$ cat src/rtl/mips_pipe_pkg.sv
// mips_pipe_pkg: MIPS instruction field positions, the NOP word and the IF/ID entry type
package mips_pipe_pkg;
  localparam int OP_HI = 31, OP_LO = 26;
  localparam int RS_HI = 25, RS_LO = 21;
  localparam int RT_HI = 20, RT_LO = 16;
  localparam int RD_HI = 15, RD_LO = 11;
  localparam int SHAMT_HI = 10, SHAMT_LO = 6;
  localparam int FUNCT_HI = 5, FUNCT_LO = 0;
  localparam int IMM_HI = 15, IMM_LO = 0;
  localparam int JOFF_HI = 25, JOFF_LO = 0;
  localparam logic [31:0] NOP = 32'h0000_0000;
  typedef struct packed {
    logic        valid;
    logic [31:0] pc;
    logic [31:0] insn;
  } if_id_entry_t;
endpackage

$ cat src/rtl/mips_field_decode.sv
// mips_field_decode: slices a MIPS word into its fields; a bubble shows NOP_INSN and all-zero fields
module mips_field_decode
  import mips_pipe_pkg::*;
#(
  parameter logic [31:0] NOP_INSN = NOP
) (
  input  logic        i_valid,
  input  logic [31:0] i_insn,
  output logic [31:0] o_insn,
  output logic [5:0]  o_op,
  output logic [4:0]  o_rs,
  output logic [4:0]  o_rt,
  output logic [4:0]  o_rd,
  output logic [4:0]  o_shamt,
  output logic [5:0]  o_funct,
  output logic [15:0] o_imm16,
  output logic [25:0] o_joff
);
  logic [31:0] w_insn;
  assign w_insn  = i_valid ? i_insn : '0;
  assign o_insn  = i_valid ? i_insn : NOP_INSN;
  assign o_op    = w_insn[OP_HI:OP_LO];
  assign o_rs    = w_insn[RS_HI:RS_LO];
  assign o_rt    = w_insn[RT_HI:RT_LO];
  assign o_rd    = w_insn[RD_HI:RD_LO];
  assign o_shamt = w_insn[SHAMT_HI:SHAMT_LO];
  assign o_funct = w_insn[FUNCT_HI:FUNCT_LO];
  assign o_imm16 = w_insn[IMM_HI:IMM_LO];
  assign o_joff  = w_insn[JOFF_HI:JOFF_LO];
endmodule

$ cat src/rtl/if_id_skid_reg.sv
// if_id_skid_reg: IF/ID register with valid/ready, 2-entry skid buffer, flush bubbles,
// field decode and saturating stall/flush counters.
module if_id_skid_reg
  import mips_pipe_pkg::*;
#(
  parameter int          PC_W     = 32,
  parameter int          INSN_W   = 32,
  parameter int          CNT_W    = 16,
  parameter logic [31:0] NOP_INSN = NOP
) (
  input  logic              clk,
  input  logic              reset_in,
  input  logic [PC_W-1:0]   pc_in,
  input  logic [INSN_W-1:0] insn_in,
  input  logic              if_valid_in,
  output logic              if_ready_out,
  input  logic              id_ready_in,
  output logic              id_valid_out,
  input  logic              flush_jump,
  input  logic              flush_branch,
  output logic [PC_W-1:0]   pc_out,
  output logic [INSN_W-1:0] insn_out,
  output logic [5:0]        op_code_out,
  output logic [4:0]        rs_out,
  output logic [4:0]        rt_out,
  output logic [4:0]        rd_out,
  output logic [4:0]        shamt_out,
  output logic [5:0]        funct_out,
  output logic [15:0]       imm16_out,
  output logic [25:0]       jump_off_out,
  output logic [CNT_W-1:0]  stall_cnt_out,
  output logic [CNT_W-1:0]  flush_cnt_out
);
  if (INSN_W != 32) begin : g_bad_insn_w
    $error("if_id_skid_reg: field decode requires INSN_W == 32");
  end
  typedef struct packed {
    logic              valid;
    logic [PC_W-1:0]   pc;
    logic [INSN_W-1:0] insn;
  } entry_t;
  entry_t           r_m, r_s;
  logic [CNT_W-1:0] r_stall_cnt, r_flush_cnt;
  logic             w_flush, w_acc, w_cons, w_stall;
  assign w_flush       = flush_jump | flush_branch;
  assign if_ready_out  = !r_s.valid;
  assign id_valid_out  = r_m.valid;
  assign w_acc         = if_valid_in & if_ready_out;
  assign w_cons        = r_m.valid & id_ready_in;
  assign w_stall       = r_m.valid & !id_ready_in & !w_flush;
  assign pc_out        = r_m.pc;
  assign stall_cnt_out = r_stall_cnt;
  assign flush_cnt_out = r_flush_cnt;
  // S only fills while M is held, so M never goes empty with S still valid
  always_ff @(posedge clk or negedge reset_in) begin
    if (!reset_in) begin
      r_m <= '0;
      r_s <= '0;
    end else if (w_flush) begin
      r_m.valid <= 1'b0;
      r_s.valid <= 1'b0;
    end else if (!r_m.valid || w_cons) begin
      if (r_s.valid) begin
        r_m       <= r_s;
        r_s.valid <= 1'b0;
      end else if (w_acc) r_m <= {1'b1, pc_in, insn_in};
      else r_m.valid <= 1'b0;
    end else if (w_acc) r_s <= {1'b1, pc_in, insn_in};
  end
  always_ff @(posedge clk or negedge reset_in) begin
    if (!reset_in) begin
      r_stall_cnt <= '0;
      r_flush_cnt <= '0;
    end else begin
      if (w_flush && !(&r_flush_cnt)) r_flush_cnt <= r_flush_cnt + CNT_W'(1);
      if (w_stall && !(&r_stall_cnt)) r_stall_cnt <= r_stall_cnt + CNT_W'(1);
    end
  end
  mips_field_decode #(.NOP_INSN(NOP_INSN)) u_dec (
    .i_valid (r_m.valid),
    .i_insn  (r_m.insn),
    .o_insn  (insn_out),
    .o_op    (op_code_out),
    .o_rs    (rs_out),
    .o_rt    (rt_out),
    .o_rd    (rd_out),
    .o_shamt (shamt_out),
    .o_funct (funct_out),
    .o_imm16 (imm16_out),
    .o_joff  (jump_off_out)
  );
endmodule

$ cat config.mk
export PLATFORM = sky130hd
export DESIGN_NAME = if_id_skid_reg
export DESIGN_NICKNAME = d
export VERILOG_FILES = /design/src/rtl/mips_pipe_pkg.sv /design/src/rtl/mips_field_decode.sv /design/src/rtl/if_id_skid_reg.sv
export SDC_FILE = /design/constraint.sdc
export NUM_CORES = 1
export LEC_CHECK = 0
export CAP_MARGIN = 20
export CORE_MARGIN = 5
export CORE_UTILIZATION = 47
export DETAILED_ROUTE_END_ITERATION = 16
export PLACE_DENSITY = 0.92
export SLEW_MARGIN = 20
export SYNTH_ARGS = -nofsm -noshare
export SYNTH_HDL_FRONTEND = slang
export SYNTH_SLANG_ARGS = --single-unit
$ cat constraint.sdc
create_clock -name clk -period 2.1 [get_ports clk]
set_input_delay 0.42 -clock clk [delete_from_list [all_inputs] [get_ports clk]]
set_output_delay 0.42 -clock clk [all_outputs]
set_load 0.02 [all_outputs]
run_1/wires.png
Two of the layers only.
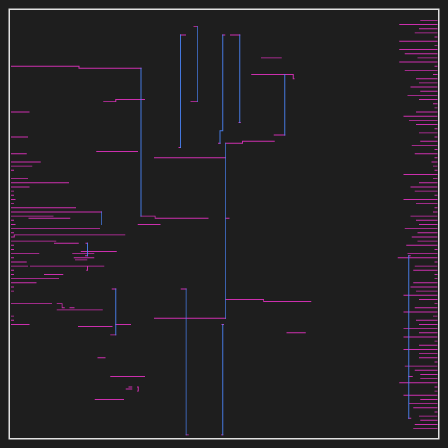
[metal 4] blue | wire length: 411 um
[metal 3] magenta | wire length: 1260 um

run_1/sizes.png
Bar = 50 um.
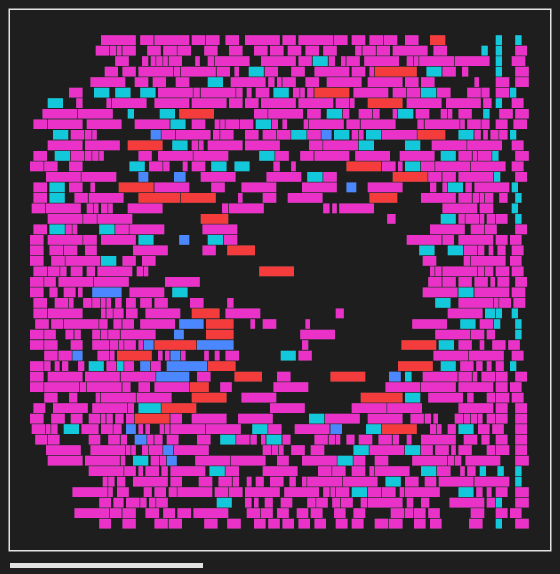
[_0 and _1 cells] magenta | cells: 706 | share: 82% | most used: dfrtp_1
[_3 and _4 cells] blue | cells: 22 | share: 2.6% | most used: buf_4
[_6 and larger] red | cells: 32 | share: 3.7% | most used: clkbuf_16
[_2 cells] cyan | cells: 101 | share: 12% | most used: mux2_2

run_1/clocks.png
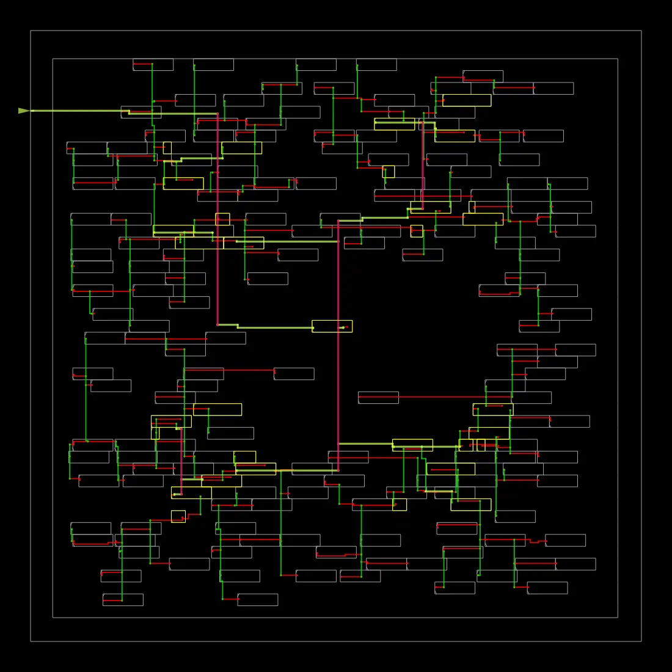
Final Skew: 0.00837 ns
clk_lat worst skew: 0.42 ns
total clock network power: 3.26 mW
clk_buf instances: 19

run_1/layer_met4.png
Bar = 50 um.
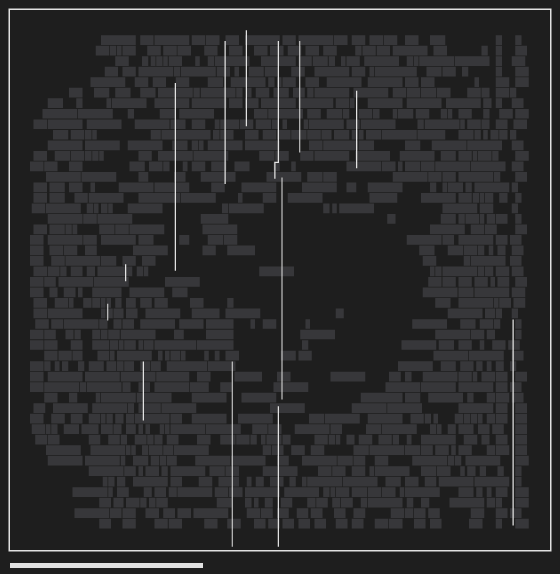
main direction: vertical
nets with wire on the layer: 11
share of all routed wire: 2.3%
wire length on this layer: 411 um
wirelength, routed: 18100 um
number of vias after detailed routing: 5478

==> run summary, run 1 <==
Main metrics from the flow reports.

The fraction of power spent switching nets came out at 27.8%. By count the netlist is led by dfrtp_1 (162), buf_4 (106), nand2_1 (74), mux2_2 (68), o21ai_0 (66). For this design, Yosys synthesis ends with a cell count of 704. The worst hold path was traced through 2 stages. The tally of max-capacitance violations came out at 0. The register with the most flip-flops in the layout has 65 of them.

The worst min-delay path endpoint is r_m[4]. The share of flip-flops with an asynchronous set or reset after synthesis came out at 100%. The peak supply drop came out at 726 uV. The flow ran to the end, and the final reports show no timing, DRC or antenna violations.

The cell type with the highest aggregate area in the netlist is dfrtp_1. The wire length of the first global-routing pass is 29600 um. The depth of the worst register-to-register path came out at 4. In this run the number of cells on the critical path is 3. The main kind of combinational logic by area is multiplexers. The worst-case hold slack came out at 0.473 ns. The TritonCTS clock tree is yes. The clock-cell share of area is 6.05%. From left edge to right edge, the die measures 140 um. The library cell used most frequently in the layout, excluding fill and tap cells, is dfrtp_1. The non-clock inverters instantiated in the layout total 5.

The total setup buffers inserted after CTS is 0. In the final layout, flip-flops and latches occupy 4060 um^2. Traced cell by cell, the critical path runs through buf_12 -> and2_1 -> dlygate4sd2_1. The placed instance count is 1048. By area, sequential cells come first. The final routed DRC violation total is 0. For reference, the critical path is launched at id_valid_out. Leaving out the clock tree, the finished layout contains a buffer count of 262. The via density per instance came out at 5.07. Per the STA report, the cell with the highest stage delay on the worst path is dfrtp_1.

The element type at the critical path end is an output pin. The first-iteration detailed-routing DRC count is 214. The required time at the worst endpoint is listed as 1.68 ns. The sequential cell fraction of total power is 44.1%.

The cell count after synthesis is 704. Yosys reports the multiplexer fraction of the synthesized area as 17.8%. The count of sequential standard cells came out at 162.

The final global-route overflow total is 0. Per report_power, the combinational group accounts for 20.0% of the total. The global placer's final weighted congestion is 0.874. In this run the clock root is driven by a clkbuf_16. The total die area is 19500 um^2. The class of the worst hold path is flop to flop. The reported net switching power is 2.52 mW.

OpenSTA lists the critical path endpoint as insn_out[0]. The number of pins exceeding their max-slew limit in the final report came out at 0. The leakage power summed over all cells came out at 4.90 nW. Of the synthesized area, sequential elements account for 51.3%. The basic-gate share of the synthesized area counting and, or, nand and nor cells is 10.9%. The classification of the worst setup path is flop to output pin. The clock share of power came out at 36.0%.

The detailed-routing wirelength on met1 came out at 7390 um. Looking at hold timing, the worst path starts from r_m[4]. The startpoint kind of the worst setup timing path is a flop.
run_1/layer_met2.png
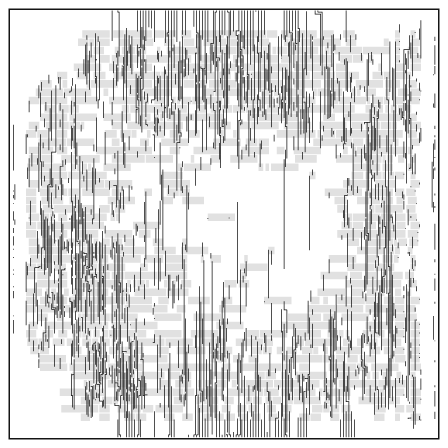

==> run 1 -> run 2 <==
--- a/config.mk
+++ b/config.mk
@@ -6,7 +6,6 @@
 export NUM_CORES = 1
 export LEC_CHECK = 0
 export CAP_MARGIN = 20
-export CORE_MARGIN = 5
 export CORE_UTILIZATION = 47
 export DETAILED_ROUTE_END_ITERATION = 16
 export PLACE_DENSITY = 0.92
run_2/layer_met2.png
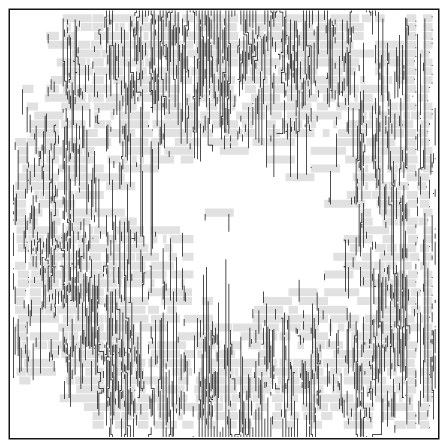
main direction: vertical
share of all routed wire: 53%
nets with wire on the layer: 843
longest straight run: 54.6 um
number of vias after detailed routing: 5537
met2 routing resource usage after global routing: 37.5%
wirelength, routed: 17500 um

run_2/layer_met4.png
Bar = 50 um.
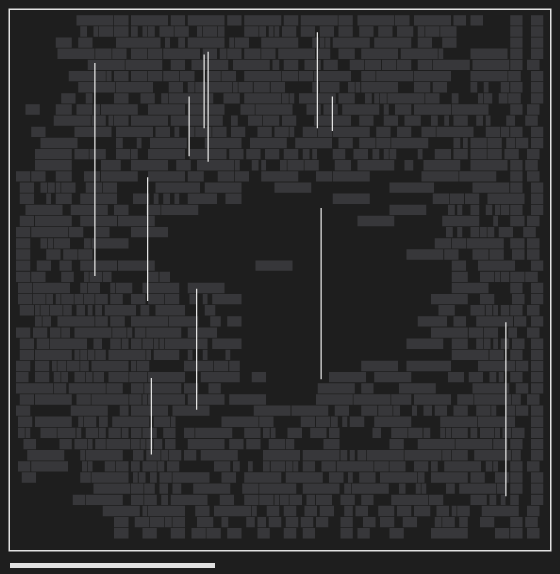
wire length on this layer: 303 um
share of all routed wire: 1.7%
longest straight run: 51.7 um

==> run 2 against run 1 <==
Against the previous run:
- synthesized cell count unchanged
- register-to-register slack improved by 0.05 ns
- sequential share of layout area shrank 0.52 points
- via count increased by 1.1%
- die size is 11% lower
- synthesized area did not move
- combinational power about the same
- clock-buffer cell count is 2 higher
- final cell count increased by 0.19%
- clock power up 7.4%
- worst hold slack is essentially flat
- largest power group unchanged
- highest routed layer is now met4
==> run summary, run 2 <==
Main metrics from the flow reports.

For this run, combinational gates with multiple inputs come to 400. The total setup buffers inserted after CTS is 0 (unchanged). The final routed DRC violation total came to 0 (unchanged). The detailed-routing wirelength on met1 came to 7070 um (-4.3%). After synthesis the netlist holds a flip-flop and latch count of 162.

The clock buffer count in the final layout came to 21 (+2). The basic-gate share of the synthesized area counting and, or, nand and nor cells was 10.9% (unchanged). The clock period minus final worst setup slack is 2.03 ns. The footprint of the flip-flops and latches came to 4060 um^2 (unchanged). The worst path required time is 1.68 ns (about the same). The total die area is 17400 um^2 (-11%). The commonest cells after synthesis are dfrtp_1 (162), buf_4 (106), nand2_1 (74), mux2_2 (68), o21ai_0 (66). The width of the die is 132 um (-5.7%). According to the timing report, the critical path is launched from id_valid_out. The count of cells along the worst hold path came out at 2 (unchanged).

The flow ran to the end, and the final reports show no timing, DRC or antenna violations. The number of logged tool warnings is 26. The depth of the worst register-to-register path was 3 (-1). The critical path goes through buf_12 -> clkdlybuf4s50_1.

In this run the worst setup path terminates at id_valid_out. The layout summary lists the proportion of cells stronger than drive strength 1 as 14.9%. TritonCTS built the clock tree. The leakage power summed over all cells is 5.07 nW (+3.4%). The classification of the worst setup path is flop to output pin. The flip-flop count of the largest register, all copies and words added is 65 (unchanged). The first-iteration detailed-routing DRC count was 246 (+15%). Leaving out fill and tap cells, the most frequent cell in the layout is dfrtp_1. The clock root buffer master is clkbuf_16. The count of cell instances traversed by the critical path came out at 2 (-1). Global routing used 4.17% of the available met3 tracks.

The clock slew at the register clock pins of the worst setup and hold paths is 0.06 ns. The placed instance count was 1050 (+0.19%). The final global-route overflow total is 0 (unchanged). The via density per instance came out at 5.11 (+0.89%).

The multiplexer share of the synthesized area is 17.8% (unchanged). The biggest slice of the area belongs to sequential cells. The worst-case hold slack came out at 0.473 ns (-0.0000900 ns).

The peak supply drop came to 701 uV (-3.4%). The cell count in the Yosys report is 704 (unchanged). The tally of max-capacitance violations came to 0 (unchanged). The transition at the pin with the smallest max-transition slack came out at 0.760 ns. The yosys synthesis warning count is 0. The worst setup path is launched from a flop. The overall power after layout came out at 9.29 mW. The cell count after synthesis came out at 704 (unchanged). After synthesis, the largest family of logic cells by area is multiplexers. The reported net switching power came out at 2.52 mW (about the same). The element type at the critical path end is an output pin. The sequential cell fraction of total power is 42.8% (-1.3 points). The fraction of power spent switching nets is 27.1% (-0.69 points). The wire length of the first global-routing pass came out at 28300 um (-4.3%). The total of plain and repair buffers excluding clock buffers is 264 (+0.76%). The global placer's final weighted congestion is 0.843 (-3.5%). The combinational power share came out at 19.5% (-0.5 points). The number of pins exceeding their max-slew limit in the final report came out at 0 (unchanged).

The non-clock inverter count in the final layout is 5 (unchanged). The power attributed to the clock group is 3.50 mW (+7.4%). The count of sequential standard cells is 162 (unchanged). dfrtp_1 takes more of the synthesized area than any other cell.

The final non-filler cell area came out at 10500 um^2. The tally of filler cells in the layout came out at 1315.
Power and IR drop assume default switching activity.
